Signal wires on met3:
Scale: 4 px per um.
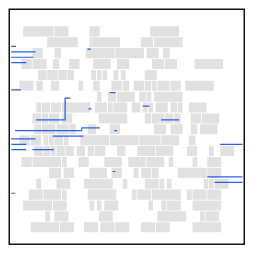
Signal wires on met2:
Scale: 4 px per um.
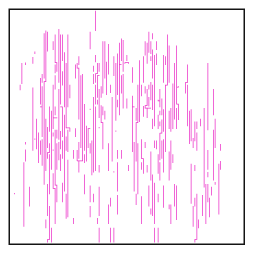
Metal layers overlaid:
Scale: 6 px per um.
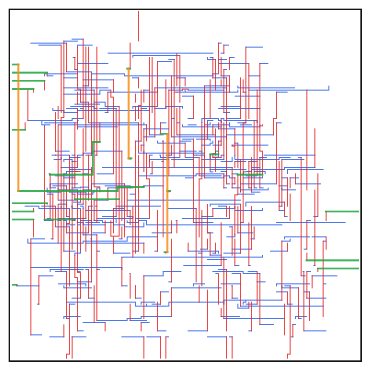
Clock nets:
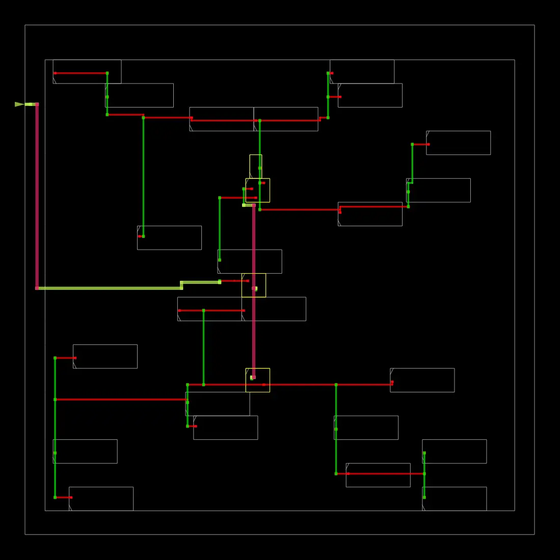
Power grid:
Scale: 6 px per um. Pins as bars on the die edge. Tap cells in gray.
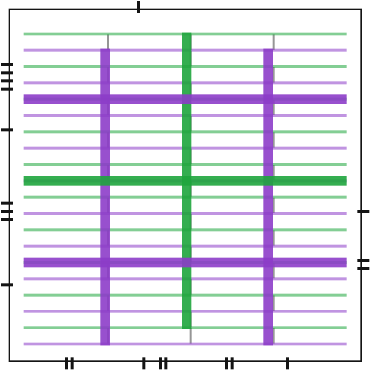
==> config.mk <==
export PLATFORM = sky130hd
export DESIGN_NAME = pipeline_sequencer
export DESIGN_NICKNAME = d
export VERILOG_FILES = /design/src/rtl/pipeline_sequencer_pkg.sv /design/src/rtl/pipeline_sequencer_seq_step_timer.sv /design/src/rtl/pipeline_sequencer.sv
export SDC_FILE = /design/constraint.sdc
export NUM_CORES = 1
export LEC_CHECK = 0
export CORE_MARGIN = 2
export CORE_UTILIZATION = 45
export DETAILED_ROUTE_END_ITERATION = 10
export PLACE_DENSITY_LB_ADDON = 0.05
export SETUP_SLACK_MARGIN = 0.1
export SYNTH_ARGS = -nofsm -noshare
export SYNTH_HDL_FRONTEND = slang
export SYNTH_SLANG_ARGS = --single-unit
==> constraint.sdc <==
create_clock -name clock -period 2.66 [get_ports clock]
set_input_delay 0.532 -clock clock [delete_from_list [all_inputs] [get_ports clock]]
set_output_delay 0.532 -clock clock [all_outputs]
set_load 0.1 [all_outputs]
==> impl_table.tex <==
% Table of physical implementation metrics
\begin{tabular}{lr}
\hline
Metric & Value \\
\hline
\multicolumn{2}{l}{\textbf{Outcome}} \\
\quad Outcome & completed \\
\multicolumn{2}{l}{\textbf{Hold path}} \\
\quad Depth of the worst hold-timing path & 2 \\
\quad Path class of the lowest-slack min-delay path & flop to flop \\
\multicolumn{2}{l}{\textbf{Synth}} \\
\quad Largest cells by area after synthesis & sky130\_fd\_sc\_hd\_\_dfxtp\_1 (35\%), sky130\_fd\_sc\_hd\_\_ha\_1 (8.5\%), sky130\_fd\_sc\_hd\_\_mux2i\_1 (8.3\%) \\
\quad Mux share of post-synthesis cell area & 0.0827 \\
\quad Cell count listed in synth\_stat.txt & approximately 150 \\
\quad Unique cell types & 37 \\
\quad Post-synthesis instance area & between 0.001 and 0.0015 mm\^{}2 \\
\quad Cell with the most instances after synthesis & sky130\_fd\_sc\_hd\_\_dfxtp\_1 \\
\quad Fraction of the mapped netlist area in adder cells & 0.0846 \\
\quad Floorplan Nets & 175 \\
\quad Synthesized area divided by synthesized cell count & around 8.8 um\^{}2 \\
\multicolumn{2}{l}{\textbf{Place}} \\
\quad Placed Cells incl. Taps & approximately 200 \\
\quad Worst Setup Slack post-DPL & around 0.28 ns \\
\quad HPWL reported at the end of detailed placement & approximately 2.3 mm \\
\multicolumn{2}{l}{\textbf{Timing}} \\
\quad Max Clock Skew & 0.00649 ns \\
\quad Actual transition at the worst max-transition pin & $\sim$0.5 ns \\
\quad Setup repair after global routing missed its margin & no \\
\quad Peak clock frequency supported by timing & $\sim$430 MHz \\
\quad Hold slack final & around 0.51 ns \\
\multicolumn{2}{l}{\textbf{Clock network}} \\
\quad Hold-fix buffer count after cts & 0 \\
\quad Count of instances resized after the clock tree is built & 0 \\
\quad Post-CTS Repair Setup Buffers & 0 \\
\quad Largest buffer count on any clock path & 2 \\
\multicolumn{2}{l}{\textbf{Final layout}} \\
\quad Layout buffer count excluding clock buffers & 23 \\
\quad Logic area & roughly 800 um\^{}2 \\
\quad Tally of clock buffers in the finished layout & 4 \\
\quad Fraction of layout cells with a size suffix above 1 & 0.132 \\
\quad Register share of the cell area & 0.290 \\
\quad Area overhead of the layout relative to synthesis & 19.8\% \\
\multicolumn{2}{l}{\textbf{Worst setup path}} \\
\quad Buf+Inv Stages, Crit Path & 1 \\
\quad Cell count along the critical path & 8 \\
\multicolumn{2}{l}{\textbf{Power and ir drop}} \\
\quad Sequential logic power & roughly 380 uW \\
\quad Sw Ratio & 0.312 \\
\quad Heaviest power group & registers \\
\quad Clk network pwr share & 0.228 \\
\quad Power consumed by combinational cells & 172 uW \\
\quad Sequential power share & 0.530 \\
\multicolumn{2}{l}{\textbf{Floorplanning}} \\
\quad I/O pin cnt & 21 \\
\quad Tapcell count & 31 \\
\multicolumn{2}{l}{\textbf{GRT}} \\
\quad Met1 usage in global routing & 0.222 \\
\quad Most heavily used metal layer in global routing & met2 \\
\quad Largest net degree at the start of global routing & 19 \\
\multicolumn{2}{l}{\textbf{Drt}} \\
\quad Wl on met1 & around 1.2 mm \\
\quad DR DRC count & 0 \\
\multicolumn{2}{l}{\textbf{Job}} \\
\quad Log Warnings & 26 \\
\hline
\end{tabular}
Back to the opening pictures, 'signal wires on met3':
main direction: horizontal
wire length on this layer: 107 um
WL final: 2.93 mm
Global Route met3 Usage: 0.0198

Back to the opening pictures, 'signal wires on met2':
wire length on this layer: 1530 um
longest straight run: 25.7 um
nets with wire on the layer: 168
main direction: vertical
met2 global-route usage: 0.356
count of vias placed by the detailed router: 1176

Back to the opening pictures, 'metal layers overlaid':
legend:
  metal 3:
    color: green
    wire_length: 107 um
  metal 4:
    color: orange
    wire_length: 55.8 um
  metal 1:
    color: blue
    wire_length: 1240 um
  metal 2:
    color: red
    wire_length: 1530 um
Routed WL per cell: 14.3 um
gr usage total: 0.191

Back to the opening pictures, 'clock nets':
number of clock sinks seen by CTS: 23
count of sequential standard cells: 23

Back to the opening pictures, 'power grid':
legend:
  VDD:
    color: green
  VSS:
    color: purple
signal pins: 21
tap cells: 31
rows: 19
Die X-Extent: 58.4 um
standard cell core area: 0.00278 mm^2
worst IR drop on VDD: 0.000285 V

No activity file was given, so power comes from the tool's default toggle rates.
